--- src/rtl/ram_scanout.sv ---
// Frame scanout: sweeps the 160x120 3-bit framebuffer RAM row-major and replays
// each pixel into the VGA pixel-write port. Optional: SCANOUT_SKIP_BLACK_EN.
module ram_scanout #(
    parameter int XMAX = 159,
    parameter int YMAX = 119
) (
    input  logic        CLOCK_50,
    input  logic        resetn,
    input  logic        start,
    input  logic        hold,
    output logic [14:0] rd_address,
    output logic        rd_req,
    input  logic [2:0]  rd_q,
    output logic [7:0]  x,
    output logic [6:0]  y,
    output logic [2:0]  colour,
    output logic        plot,
    output logic        busy,
    output logic        done
);

    localparam logic [7:0] XLAST = 8'(XMAX);
    localparam logic [6:0] YLAST = 7'(YMAX);

    typedef enum logic [2:0] {
        IDLE,
        READ,
        CAPTURE,
        PLOT,
        FINISH
    } state_t;

    state_t      state_reg, state_next;
    logic [7:0]  xc_reg, xc_next;
    logic [6:0]  yc_reg, yc_next;
    logic [2:0]  colour_reg, colour_next;

    always_ff @(posedge CLOCK_50 or negedge resetn) begin
        if (!resetn) begin
            state_reg  <= IDLE;
            xc_reg     <= '0;
            yc_reg     <= '0;
            colour_reg <= '0;
        end else begin
            state_reg  <= state_next;
            xc_reg     <= xc_next;
            yc_reg     <= yc_next;
            colour_reg <= colour_next;
        end
    end

    always_comb begin
        state_next  = state_reg;
        xc_next     = xc_reg;
        yc_next     = yc_reg;
        colour_next = colour_reg;
        rd_address  = '0;
        rd_req      = 1'b0;
        plot        = 1'b0;
        busy        = 1'b0;
        done        = 1'b0;

        case (state_reg)
            IDLE: begin
                if (start) begin
                    xc_next    = '0;
                    yc_next    = '0;
                    state_next = READ;
                end
            end

            READ: begin
                busy       = 1'b1;
                rd_address = {xc_reg, yc_reg};
                rd_req     = !hold;
                // The RAM samples our address at the edge that leaves READ.
                if (!hold) begin
                    state_next = CAPTURE;
                end
            end

            CAPTURE: begin
                busy        = 1'b1;
                colour_next = rd_q;
                state_next  = PLOT;
            end

            PLOT: begin
                busy = 1'b1;
`ifdef SCANOUT_SKIP_BLACK_EN
                plot = (colour_reg != 3'b000);
`else
                plot = 1'b1;
`endif
                if (xc_reg == XLAST && yc_reg == YLAST) begin
                    state_next = FINISH;
                end else if (xc_reg == XLAST) begin
                    xc_next    = '0;
                    yc_next    = yc_reg + 7'd1;
                    state_next = READ;
                end else begin
                    xc_next    = xc_reg + 8'd1;
                    state_next = READ;
                end
            end

            FINISH: begin
                done       = 1'b1;
                state_next = IDLE;
            end

            default: begin
                state_next = IDLE;
            end
        endcase
    end

    assign x      = xc_reg;
    assign y      = yc_reg;
    assign colour = colour_reg;

endmodule

--- config.mk ---
export PLATFORM = sky130hd
export DESIGN_NAME = ram_scanout
export DESIGN_NICKNAME = d
export VERILOG_FILES = /design/src/rtl/ram_scanout.sv
export SDC_FILE = /design/constraint.sdc
export NUM_CORES = 1
export LEC_CHECK = 0
export ABC_AREA = 0
export CAP_MARGIN = 10
export CORE_UTILIZATION = 25
export CTS_CLUSTER_DIAMETER = 80
export DETAILED_ROUTE_END_ITERATION = 16
export PLACE_DENSITY_LB_ADDON = 0.08
export SLEW_MARGIN = 20
export SYNTH_ARGS = -nofsm -noshare
export SYNTH_HDL_FRONTEND = slang
export SYNTH_SLANG_ARGS = --single-unit
--- constraint.sdc ---
create_clock -name CLOCK_50 -period 3.41 [get_ports CLOCK_50]
set_clock_uncertainty 0.2 [all_clocks]
set_input_delay 0.682 -clock CLOCK_50 [delete_from_list [all_inputs] [get_ports CLOCK_50]]
set_output_delay 0.682 -clock CLOCK_50 [all_outputs]
set_load 0.1 [all_outputs]
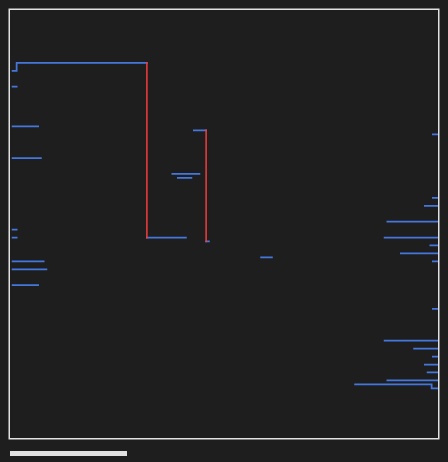
Figure 1: routed metal, one colour a layer.
Scale bar: 20 µm. Two of the layers only.
legend:
  M3:
    colour: blue
    wire_length: 139 µm
  M4:
    colour: red
    wire_length: 49.0 µm
Vias: 1186
final wirelength: 3.46 mm
WL per Instance: 13.6 µm
GRT Total Usage: 0.137

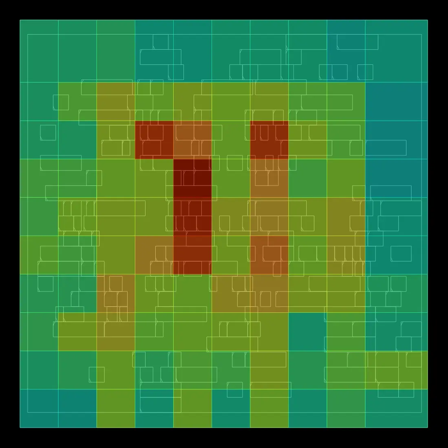
Figure 2: congestion heat map.
met1 GRT Util: 0.200
met3 GRT Util: 0.0178
Core Util, Final: 0.404

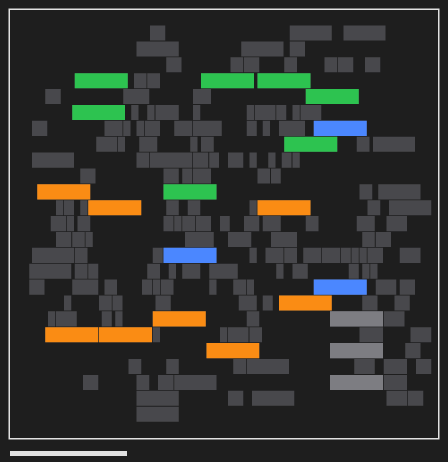
Figure 3: sequential cells coloured by netlist name.
Scale bar: 20 µm.
legend:
  `y`:
    colour: green
    flops: 7
  `state_reg`:
    colour: blue
    flops: 3
  `x`:
    colour: orange
    flops: 8
not coloured: 3
register share of the cell area: 0.270
Flop area: 526 µm²

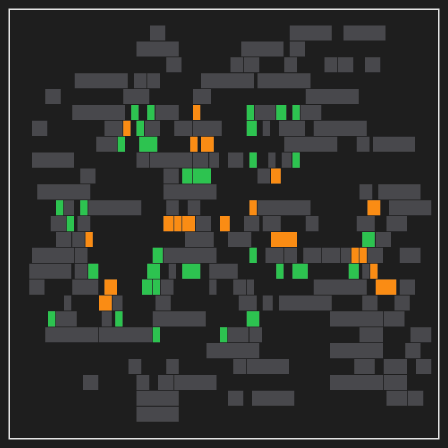
Figure 4: selected gate families.
legend:
  nand cells:
    colour: green
    cells: 32
    most_used: nand2_1
  nor cells:
    colour: orange
    cells: 19
    most_used: nor2_1
post-route non-filler standard cell count: 254
most frequent logic cell in the layout: buf_4
fraction of area in multi-input gates: 0.365

==> impl_metrics.env <==
# implementation run metrics
export IMPL_outcome="completed"
export IMPL_first_pass_iters=4
export IMPL_combGateArea_um2=711
export IMPL_die_height_um=73.3
export IMPL_grt_pass1_vias=1101
export IMPL_antenna_found_initial=0
export IMPL_ys_warn_count=0
export IMPL_worstSetupEndpointType="output pin"
export IMPL_cp_num_buf_inv=2
export IMPL_slowest_stage="dfrtp_1"
export IMPL_netlist_logic_family_top="simple AND/OR/NAND/NOR gates"
export IMPL_grt_pass1_wl_mm=5.55
export IMPL_setup_tns_ps=0
export IMPL_layout_drive_gt1_share=0.289
export IMPL_critPathMaxFanout=10
export IMPL_antenna_cells=0
export IMPL_grt_overflow=0
export IMPL_start_kind="flop"
export IMPL_synth_main_ff_cell="dfrtp_1"
export IMPL_placed_area_um2=1900
export IMPL_insertion_delay_ps=260
export IMPL_pin_count=44
export IMPL_clkTransAtPathRegs_ps=80
export IMPL_xor_area_frac=0.0138
export IMPL_htree_levels=1
export IMPL_rsz0062_at_grt="false"
export IMPL_grt_start_max_net_pins=22
export IMPL_warnings=26
export IMPL_root_buffer="clkbuf_8"
export IMPL_numClockSinks=21
export IMPL_clock_buffers=4
export IMPL_stdcell_area_um2=1950
export IMPL_slew_headroom=0.659
export IMPL_cts_tree="built"
export IMPL_nNonClkInverters=6
export IMPL_max_slew_worst_pin_slew_ps=499
export IMPL_hold_buffers=0
export IMPL_adder_share=0.0197
export IMPL_synth_area_um2=1270
export IMPL_post_cts_repair_setup_buffers=0
export IMPL_fp_coreArea_um2=4820
export IMPL_route_detailed_drc=0
export IMPL_drv_cap=0
export IMPL_fin_crit_ps=2820
export IMPL_io_buffers=43
export IMPL_numCtsBuffers=3
export IMPL_dp_worst_setup_slack_ps=796
export IMPL_fin_crit_sh=0.828
export IMPL_nNetsFinal=197
export IMPL_cts_repair_resized=0
export IMPL_setup_ws_ps=588
export IMPL_detail_route_antenna_nets=0
export IMPL_largest_register_ffs=8
export IMPL_ys_seq_share=0.413
export IMPL_slew_viol_final=0
export IMPL_yosysChipArea_um2=1270
export IMPL_gp_congestion=0.777
export IMPL_critPathTopFamily="simple AND/OR/NAND/NOR gates"
export IMPL_dp_cells=250
export IMPL_ys_types=37
export IMPL_netlist_instances=142
export IMPL_async_flop_share=1.00
export IMPL_first_iter_violations=67
metal layers:
layer,track usage,vias up,share of wire,routed length (µm)
li1,-,600,-,-
met1,0.200,549,0.51,1770
met2,0.205,33,0.43,1500
met3,0.0178,4,0.040,138
met4,0.0513,0,0.014,48
met5,0,-,0,0
Yosys cell counts (all sizes together) (3+ instances only):
cell type  count  area share
o211ai         5       0.033
nor2b          3       0.015
nand2         18       0.053
mux2           3       0.027
mux2i          5       0.039
dfrtp         21        0.41
nand3          7       0.028
nor2          10       0.031
or4            3       0.021
nor3           4       0.016
or3            3       0.015
buf            3       0.012
and2          17       0.084
or3b           3       0.023
inv            6       0.018
nand4b         3       0.021
o21ai          6       0.024
cell usage in the layout, fill, tap and decap left out, drive strengths merged, types with 3 or more instances in the layout:
cell type	count
and2	17
buf	40
clkbuf	4
clkdlybuf4s50	6
dfrtp	21
inv	6
mux2	3
mux2i	5
nand2	18
nand3	7
nand4b	3
nor2	10
nor2b	3
nor3	4
o211ai	5
o21ai	6
or3	3
or3b	3
or4	3
path summary, 6_finish.rpt:
| path | start | end | slack (ps) | depth (start not counted) |
|---|---|---|---|---|
| min | colour[1] | colour[1] | 310 | 1 |
| min in group asynchronous | resetn | x[7] | 580 | 2 |
| max | state_reg[0] | rd_req | 590 | 4 |
| max reg2reg | x[0] | y[5] | 1070 | 5 |
| min reg2reg | colour[1] | colour[1] | 310 | 1 |
| max in group asynchronous | resetn | state_reg[2] | 2200 | 2 |
